### config.mk
export PLATFORM = sky130hd
export DESIGN_NAME = ysyx_22040237_idu
export DESIGN_NICKNAME = d
export VERILOG_FILES = /design/src/rtl/ysyx_22040237_idu_pkg.sv /design/src/rtl/ysyx_22040237_imm_gen.sv /design/src/rtl/ysyx_22040237_idu.sv
export SDC_FILE = /design/constraint.sdc
export NUM_CORES = 1
export LEC_CHECK = 0
export ABC_AREA = 1
export CAP_MARGIN = 20
export CELL_PAD_IN_SITES_DETAIL_PLACEMENT = 0
export CELL_PAD_IN_SITES_GLOBAL_PLACEMENT = 2
export CORE_MARGIN = 4
export CORE_UTILIZATION = 24
export DETAILED_ROUTE_END_ITERATION = 10
export GPL_ROUTABILITY_DRIVEN = 0
export PLACE_DENSITY = 0.95
export SETUP_SLACK_MARGIN = 0.3
export SYNTH_ARGS = -nofsm -noshare
export SYNTH_HDL_FRONTEND = slang
export SYNTH_SLANG_ARGS = --single-unit
### constraint.sdc
create_clock -name clk -period 4.84 [get_ports clk]
set_input_delay 1.452 -clock clk [delete_from_list [all_inputs] [get_ports clk]]
set_output_delay 1.452 -clock clk [all_outputs]
set_load 0.01 [all_outputs]
### src/rtl/ysyx_22040237_idu_pkg.sv
// ============================================================================
// Module      : ysyx_22040237_idu_pkg
// Description : Shared constants for the IDU: EXU opcodes, RV64 major opcodes,
//               the EBREAK word and the issue FSM state encoding.
// Revision    : 1.0 - initial release
// ============================================================================
`default_nettype none

package ysyx_22040237_idu_pkg;

  localparam logic [7:0] INST_NOP = 8'h00;
  localparam logic [7:0] INST_ADD = 8'h01;

  localparam logic [6:0] OP_IMM = 7'h13;
  localparam logic [6:0] OP     = 7'h33;
  localparam logic [6:0] LUI    = 7'h37;
  localparam logic [6:0] AUIPC  = 7'h17;
  localparam logic [6:0] JAL    = 7'h6f;
  localparam logic [6:0] JALR   = 7'h67;
  localparam logic [6:0] SYSTEM = 7'h73;

  localparam logic [31:0] EBREAK_WORD = 32'h0010_0073;

  typedef enum logic [1:0] {
    S_RUN   = 2'd0,
    S_DRAIN = 2'd1,
    S_HALT  = 2'd2
  } idu_state_e;

endpackage

`default_nettype wire

### src/rtl/ysyx_22040237_imm_gen.sv
// ============================================================================
// Module      : ysyx_22040237_imm_gen
// Description : Combinational I/U/J immediate extraction, sign-extended to XLEN.
// Revision    : 1.0 - initial release
// ============================================================================
`default_nettype none

module ysyx_22040237_imm_gen #(
  parameter int XLEN = 64
) (
  input  logic [31:12]     inst,
  output logic [XLEN-1:0]  imm_i,
  output logic [XLEN-1:0]  imm_u,
  output logic [XLEN-1:0]  imm_j
);

  assign imm_i = {{(XLEN-12){inst[31]}}, inst[31:20]};
  assign imm_u = {{(XLEN-32){inst[31]}}, inst[31:12], 12'b0};
  assign imm_j = {{(XLEN-21){inst[31]}}, inst[31], inst[19:12], inst[20], inst[30:21], 1'b0};

endmodule

`default_nettype wire

### src/rtl/ysyx_22040237_idu.sv
// ============================================================================
// Module      : ysyx_22040237_idu
// Description : Registered decode/issue stage; halts after issuing ebreak or an
//               invalid instruction. Optional perf counters: YSYX_22040237_IDU_PERF_EN.
// Revision    : 1.0 - initial release
// ============================================================================
`default_nettype none

module ysyx_22040237_idu
  import ysyx_22040237_idu_pkg::*;
#(
  parameter int XLEN  = 64,
  parameter int OPC_W = 8
) (
  input  logic              clk,
  input  logic              rst,
  input  logic              in_valid,
  output logic              in_ready,
  input  logic [XLEN-1:0]   in_pc,
  input  logic [31:0]       in_inst,
  output logic [4:0]        rf_raddr1,
  output logic [4:0]        rf_raddr2,
  input  logic [XLEN-1:0]   rf_rdata1,
  input  logic [XLEN-1:0]   rf_rdata2,
  output logic              out_valid,
  input  logic              out_ready,
  output logic [OPC_W-1:0]  inst_opcode,
  output logic [XLEN-1:0]   op1,
  output logic [XLEN-1:0]   op2,
  output logic [XLEN-1:0]   op1_jump,
  output logic [XLEN-1:0]   op2_jump,
  output logic              jump,
  output logic [4:0]        rd_addr,
  output logic              rd_wen,
  output logic [XLEN-1:0]   out_pc,
  output logic              inst_ebreak,
  output logic              invalid_inst,
  output logic              halted
`ifdef YSYX_22040237_IDU_PERF_EN
  ,
  output logic [63:0]       perf_issued,
  output logic [63:0]       perf_stall
`endif
);

  idu_state_e r_state, w_state_nxt;

  logic              r_out_valid;
  logic [OPC_W-1:0]  r_opcode;
  logic [XLEN-1:0]   r_op1, r_op2, r_op1_jump, r_op2_jump, r_pc;
  logic              r_jump, r_rd_wen, r_ebreak, r_invalid;
  logic [4:0]        r_rd_addr;

  logic [XLEN-1:0]   w_imm_i, w_imm_u, w_imm_j;
  logic [XLEN-1:0]   w_rs1_val, w_rs2_val;
  logic [OPC_W-1:0]  w_opcode;
  logic [XLEN-1:0]   w_op1, w_op2, w_op1_jump, w_op2_jump;
  logic              w_jump, w_rd_wen, w_ebreak, w_invalid, w_alu;
  logic              w_accept, w_drain;

  ysyx_22040237_imm_gen #(.XLEN(XLEN)) u_imm_gen (
    .inst  (in_inst[31:12]),
    .imm_i (w_imm_i),
    .imm_u (w_imm_u),
    .imm_j (w_imm_j)
  );

  assign rf_raddr1 = in_inst[19:15];
  assign rf_raddr2 = in_inst[24:20];
  assign w_rs1_val = (in_inst[19:15] == 5'd0) ? '0 : rf_rdata1;
  assign w_rs2_val = (in_inst[24:20] == 5'd0) ? '0 : rf_rdata2;

  assign in_ready = (r_state == S_RUN) && (!r_out_valid || out_ready);
  assign w_accept = in_valid && in_ready;
  assign w_drain  = r_out_valid && out_ready;

  always_comb begin
    w_opcode   = OPC_W'(INST_NOP);
    w_op1      = '0;
    w_op2      = '0;
    w_op1_jump = '0;
    w_op2_jump = '0;
    w_jump     = 1'b0;
    w_alu      = 1'b0;
    w_ebreak   = 1'b0;
    case (in_inst[6:0])
      OP_IMM: if (in_inst[14:12] == 3'd0) begin
        w_alu = 1'b1;
        w_op1 = w_rs1_val;
        w_op2 = w_imm_i;
      end
      OP: if (in_inst[14:12] == 3'd0 && in_inst[31:25] == 7'd0) begin
        w_alu = 1'b1;
        w_op1 = w_rs1_val;
        w_op2 = w_rs2_val;
      end
      LUI: begin
        w_alu = 1'b1;
        w_op2 = w_imm_u;
      end
      AUIPC: begin
        w_alu = 1'b1;
        w_op1 = in_pc;
        w_op2 = w_imm_u;
      end
      JAL: begin
        w_alu      = 1'b1;
        w_op1      = in_pc;
        w_op2      = XLEN'(4);
        w_op1_jump = in_pc;
        w_op2_jump = w_imm_j;
        w_jump     = 1'b1;
      end
      JALR: if (in_inst[14:12] == 3'd0) begin
        w_alu      = 1'b1;
        w_op1      = in_pc;
        w_op2      = XLEN'(4);
        w_op1_jump = w_rs1_val;
        w_op2_jump = w_imm_i;
        w_jump     = 1'b1;
      end
      SYSTEM: w_ebreak = (in_inst == EBREAK_WORD);
      default: ;
    endcase
    if (w_alu) w_opcode = OPC_W'(INST_ADD);
    w_rd_wen  = w_alu && (in_inst[11:7] != 5'd0);
    w_invalid = !w_alu && !w_ebreak;
  end

  // A terminating instruction stops fetch; HALT is only left through reset.
  always_comb begin
    w_state_nxt = r_state;
    case (r_state)
      S_RUN:   if (w_accept && (w_ebreak || w_invalid)) w_state_nxt = S_DRAIN;
      S_DRAIN: if (w_drain) w_state_nxt = S_HALT;
      S_HALT:  w_state_nxt = S_HALT;
      default: w_state_nxt = S_RUN;
    endcase
  end

  always_ff @(posedge clk) begin
    if (!rst) begin
      r_state     <= S_RUN;
      r_out_valid <= 1'b0;
      r_opcode    <= '0;
      r_op1       <= '0;
      r_op2       <= '0;
      r_op1_jump  <= '0;
      r_op2_jump  <= '0;
      r_jump      <= 1'b0;
      r_rd_addr   <= '0;
      r_rd_wen    <= 1'b0;
      r_pc        <= '0;
      r_ebreak    <= 1'b0;
      r_invalid   <= 1'b0;
    end else begin
      r_state <= w_state_nxt;
      if (w_accept) begin
        r_out_valid <= 1'b1;
        r_opcode    <= w_opcode;
        r_op1       <= w_op1;
        r_op2       <= w_op2;
        r_op1_jump  <= w_op1_jump;
        r_op2_jump  <= w_op2_jump;
        r_jump      <= w_jump;
        r_rd_addr   <= in_inst[11:7];
        r_rd_wen    <= w_rd_wen;
        r_pc        <= in_pc;
        r_ebreak    <= w_ebreak;
        r_invalid   <= w_invalid;
      end else if (out_ready) begin
        r_out_valid <= 1'b0;
      end
    end
  end

  assign out_valid    = r_out_valid;
  assign inst_opcode  = r_opcode;
  assign op1          = r_op1;
  assign op2          = r_op2;
  assign op1_jump     = r_op1_jump;
  assign op2_jump     = r_op2_jump;
  assign jump         = r_jump;
  assign rd_addr      = r_rd_addr;
  assign rd_wen       = r_rd_wen;
  assign out_pc       = r_pc;
  assign inst_ebreak  = r_ebreak && r_out_valid;
  assign invalid_inst = r_invalid && r_out_valid;
  assign halted       = (r_state == S_HALT);

`ifdef YSYX_22040237_IDU_PERF_EN
  logic [63:0] r_perf_issued, r_perf_stall;

  always_ff @(posedge clk) begin
    if (!rst) begin
      r_perf_issued <= '0;
      r_perf_stall  <= '0;
    end else begin
      if (w_drain) r_perf_issued <= r_perf_issued + 64'd1;
      if (r_out_valid && !out_ready) r_perf_stall <= r_perf_stall + 64'd1;
    end
  end

  assign perf_issued = r_perf_issued;
  assign perf_stall  = r_perf_stall;
`endif

endmodule

`default_nettype wire

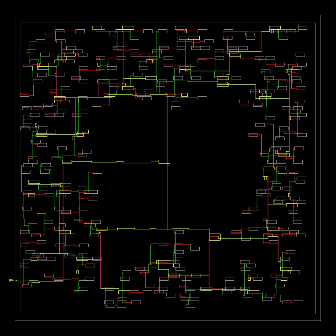
Figure 1: run 1, the clock network.
clk latency late pin: 0.54 ns
Clk. pwr: 2.79 mW

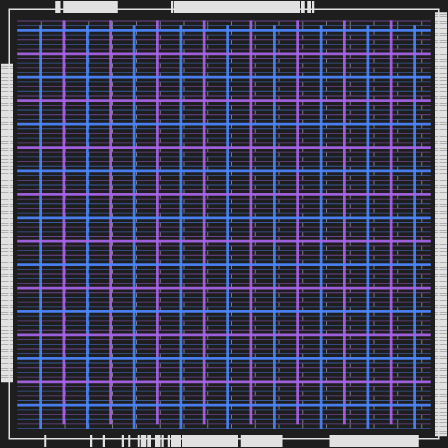
Figure 2: run 1, power grid.
Pins as bars on the die edge. Tap cells in gray.
VSS -> blue
VDD -> purple
signal pins = 578
tap cells = 756
met4 straps = 17
met1 rails = 88
rows = 87

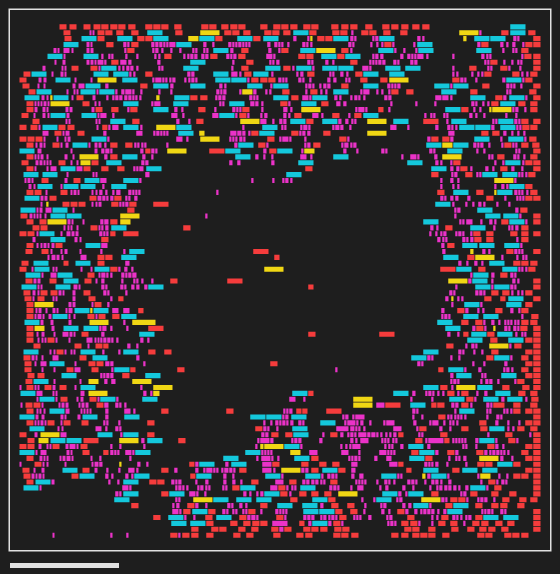
Figure 3: run 1, placement by cell class.
Scale bar: 50 µm.
all other logic -> magenta  # cells 1521
flip-flops -> cyan  # cells 290
clock drivers and dummy loads -> yellow  # cells 67
other buffers and delay cells -> red  # cells 609

==> run notes, run 1 <==
run results: Routed WL=61.3 mm, Cell Rows=87, DR DRC count=0, Post-Synthesis Cells=2013, most frequent cell after synthesis=nand2_1, port buffer count=570, 1st-pass router iterations=5, status=finished, final reports clean, Final Skew=0.0219 ns, # Cells Yosys=2013, Synth Warn #=0, HPWL after DPL=43.4 mm, via count=15018, FFs w/ async S/R, synth=0%, post-layout min period=4.27 ns, H-tree depth=2, post-cts sizing count=0, Fill cells=5994, PwrDens=346 mW/mm², most used cell, CP=clkdlybuf4s50_1, drt initial violations=782, CP max stage delay=0.59 ns, Seq/Total Area, Yosys=41.8%, initial antenna violation count=9, Die X=248 µm, Peak Freq=234 MHz
[run 1: sequential cells by signal, indices dropped and copies added (netlist names)]
| register | flops |
|---|---|
| inst_opcode | 1 |
| jump | 1 |
| op1 | 64 |
| op1_jump | 64 |
| op2 | 64 |
| op2_jump | 21 |
| out_pc | 64 |
| out_valid | 1 |
| r_ebreak | 1 |
| r_invalid | 1 |
| r_state | 2 |
| rd_addr | 5 |
| rd_wen | 1 |
[run 1: stage by stage]
stage                     hold WS [ns]  worst slack (ns)  instances  total power, mW
after CTS                        0.466             0.570       3243             7.39
after global routing             0.479             0.516       3244             7.64
after floorplan                  0.445              1.72       2019             3.69
final                            0.463             0.570       3247             7.27
after global placement           0.453             0.559       3175             4.53
after detailed placement         0.457             0.578       3176             4.55
[run 1: worst reg2reg max path: stages (launching register included)]
cell and delay [ns]:
dfxtp_1 0.33, inv_1 0.11, ha_1 0.17, inv_1 0.07, nor2_2 0.23, nand2_8 0.19
inv_8 0.36, buf_12 0.45, nand2_1 0.21, nor2_1 0.11, a21oi_1 0.05, a21oi_1 0.17
[run 1: area by class of cell]
cell class | count | area (µm²) | area share (%)
clock inverter | 8 | 71.3 | 0.339
sequential | 290 | 5810 | 27.6
multi-input combinational | 1423 | 6480 | 30.9
inverter | 98 | 383 | 1.82
clock buffer | 59 | 1160 | 5.52
antenna | 4 | 10.0 | 0.0476
tap | 756 | 946 | 4.50
timing repair buffer | 609 | 6160 | 29.3
[run 1: power by group]
part | switching, mW | leakage (nW) | internal (mW)
combinational | 1.17 | 5.06 | 0.689
clock | 1.10 | 0.609 | 1.70
sequential | 0.0828 | 2.35 | 2.54
[run 1: routing by layer]
| layer | share of wire [%] | wire (µm) |
|---|---|---|
| met1 | 41 | 25000 |
| met2 | 48 | 29500 |
| met3 | 8.5 | 5230 |
| met4 | 2.5 | 1510 |
| met5 | 0.052 | 32 |
[run 1: path summary, 6_finish.rpt]
kind         startpoint           end  slack, ns  cells after the start
min reg2reg  out_pc[15]    out_pc[15]       0.46                      2
max           out_ready      in_ready       0.57                      4
max reg2reg  r_state[0]  op1_jump[38]       2.33                     11
min          out_pc[15]    out_pc[15]       0.46                      2
[run 1: logic make-up (layout without fill, tap and decap cells)]
| group | Yosys count | in the layout | synth area share [%] |
|---|---|---|---|
| fa+ha+maj | 4 | 4 | 0.361 |
| compound gates | 421 | 421 | 17.3 |
| flops | 290 | 290 | 41.8 |
| simple gates | 991 | 991 | 28.7 |
| other cells | 1 | 11 | 0.0270 |
| buf+inv | 306 | 774 | 11.8 |
[run 1: placed cells by master, fill, tap and decap left out, types with 3 or more instances in the layout]
cell,count
clkbuf_8,11
nand2_1,788
a21oi_2,61
dfxtp_1,290
a21oi_1,240
clkbuf_1,9
nor3_1,3
buf_4,26
ha_1,4
clkbuf_16,39
nand3_1,122
clkdlybuf4s50_1,570
o21ai_1,10
nor2_1,58
nor2_4,5
clkinv_2,5
inv_1,90
diode_2,4
o21ai_0,74
inv_2,5
nand2_2,3
buf_12,12
a31oi_1,31
conb_1,7
Figure 4. Clock wires, drivers and flops (run 1).
Scale bar: 50 µm.
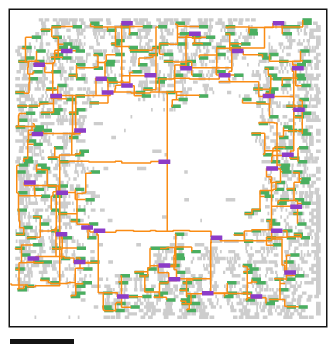

## Run 2: what changed since run 1
--- a/config.mk
+++ b/config.mk
@@ -13,7 +13,7 @@
 export CORE_UTILIZATION = 24
 export DETAILED_ROUTE_END_ITERATION = 10
 export GPL_ROUTABILITY_DRIVEN = 0
-export PLACE_DENSITY = 0.95
+export PLACE_DENSITY = 0.94
 export SETUP_SLACK_MARGIN = 0.3
 export SYNTH_ARGS = -nofsm -noshare
 export SYNTH_HDL_FRONTEND = slang
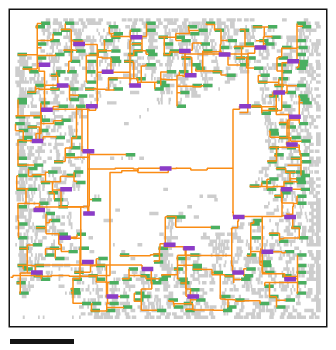
Figure 5: run 2, clock wires, drivers and flops.
Scale bar: 50 µm.
clock wires -> orange  # length 4800 µm
flip-flops -> green  # count 290
cells driving clock nets -> purple  # count 37
flops lie = spread over the die

==> run 2 against run 1 <==
Register-to-register slack better by 0.11 ns. Die area unchanged. Final cell count down 0.18%. Sequential share of layout area up 0.16 points. First-iteration DRC count up 5.1%. Sequential cell count unchanged. Maximum frequency up 0.26%. Clock power about the same. Critical path type unchanged. Critical endpoint unchanged. Largest cell class unchanged.
==> run notes, run 2 <==
run results: status=finished, final reports clean, Commonest Layout Cell=nand2_1, 1st-pass router iterations=5, Setup violations, final=0, RSZ-0062 raised after global routing=false, worst hold path class=reg2reg, r2r worst-path depth=11, drt initial violations=822, HPWL after DPL=42.3 mm, Cell Rows=87, clock sinks=290, post-cts sizing count=0, Peak Freq=235 MHz, initial antenna violation count=12, Final Skew=0.0138 ns, grt ovf=0, final period utilization=88.0%, H-tree depth=2, Top Layout Cells=788 x nand2_1, 570 x clkdlybuf4s50_1, 290 x dfxtp_1, 240 x a21oi_1, 122 x nand3_1, port buffer count=570, Fill cells=6042, PwrDens=346 mW/mm², Max-cap violations=0, post-layout min period=4.26 ns, Synth Warn #=0, clk latency late pin=0.54 ns, DR DRC count=0, # Cells Yosys=2013, Fin Hold WS=0.463 ns, Worst Hold Depth=2, Routed WL=61.0 mm, Seq/Total Area, Yosys=41.8%, most frequent cell after synthesis=nand2_1, IR drop worst, VDD=0.000383 V, Chip Area, Yosys=0.0139 mm², Post-Synthesis Cells=2013, Die X=248 µm, CTS tree=yes, FFs w/ async S/R, synth=0%, via count=15090, final hold vios=0, gr usage total=18.5%
[run 2: cell counts after synthesis]
No cell type changed its count.
[run 2: kinds of logic after synthesis]
kind of cell / count (synthesis) / synth area share, %
and+or+nand+nor: 991 / 28.7
AOI/OAI and AO/OA: 421 / 17.3
buffers and inverters: 306 / 11.8
DFF: 290 / 41.8
adders and majority gates: 4 / 0.361
other: 1 / 0.0270
[run 2: per-stage QoR]
step                std cells  power [mW]  worst slack, ns  utilization (%)  instance area [µm²]
finish                   3241        7.24            0.581             36.8                20900
global route             3238        7.60            0.524             36.8                20900
CTS                      3232        7.38            0.574             36.7                20900
detailed placement       3164        4.51            0.583             34.6                19600
global placement         3164        4.48            0.555             34.6                19600
floorplan                2019        3.69             1.72                -                13900
[run 2: power breakdown]
| group | leakage, nW | switching [mW] | internal (mW) |
|---|---|---|---|
| clock | 0.605 | 1.11 | 1.70 |
| combinational | 4.99 | 1.16 | 0.658 |
| sequential | 2.35 | 0.0816 | 2.54 |
[run 2: path summary, 6_finish.rpt]
check                                start      endpoint  slack (ns)
worst min-delay path               op2[26]       op2[26]        0.46
worst max-delay path             out_ready      in_ready        0.58
worst min register to register     op2[26]       op2[26]        0.46
worst max register to register  r_state[1]  op1_jump[41]        2.44
[run 2: layout make-up]
| type | instances | area [µm²] | area share, % |
|---|---|---|---|
| Inverter | 98 | 383 | 1.83 |
| Tap cell | 756 | 946 | 4.53 |
| Multi-Input combinational cell | 1423 | 6480 | 31.0 |
| Sequential cell | 290 | 5810 | 27.8 |
| Clock buffer | 54 | 1070 | 5.13 |
| Timing Repair Buffer | 598 | 6040 | 28.9 |
| Antenna cell | 8 | 20.0 | 0.0958 |
| Clock inverter | 14 | 151 | 0.724 |
[run 2: worst max-delay path, cell delays in order]
cell	delay, ns
clkdlybuf4s50_1	0.48
nor2_1	0.07
nor2_2	0.21
clkdlybuf4s50_1	0.59
[run 2: metal layers]
metal  track usage (%)  vias to the layer above  part of all wire, %
met1              22.0                     7123                   41
met4              5.58                        6                  2.6
met3              5.99                       96                  8.3
met5                 0                        -                0.075
met2              32.0                      578                   48
li1                  -                     7287                    -
Power figures rest on the tool's default switching activity, not on a simulated workload.
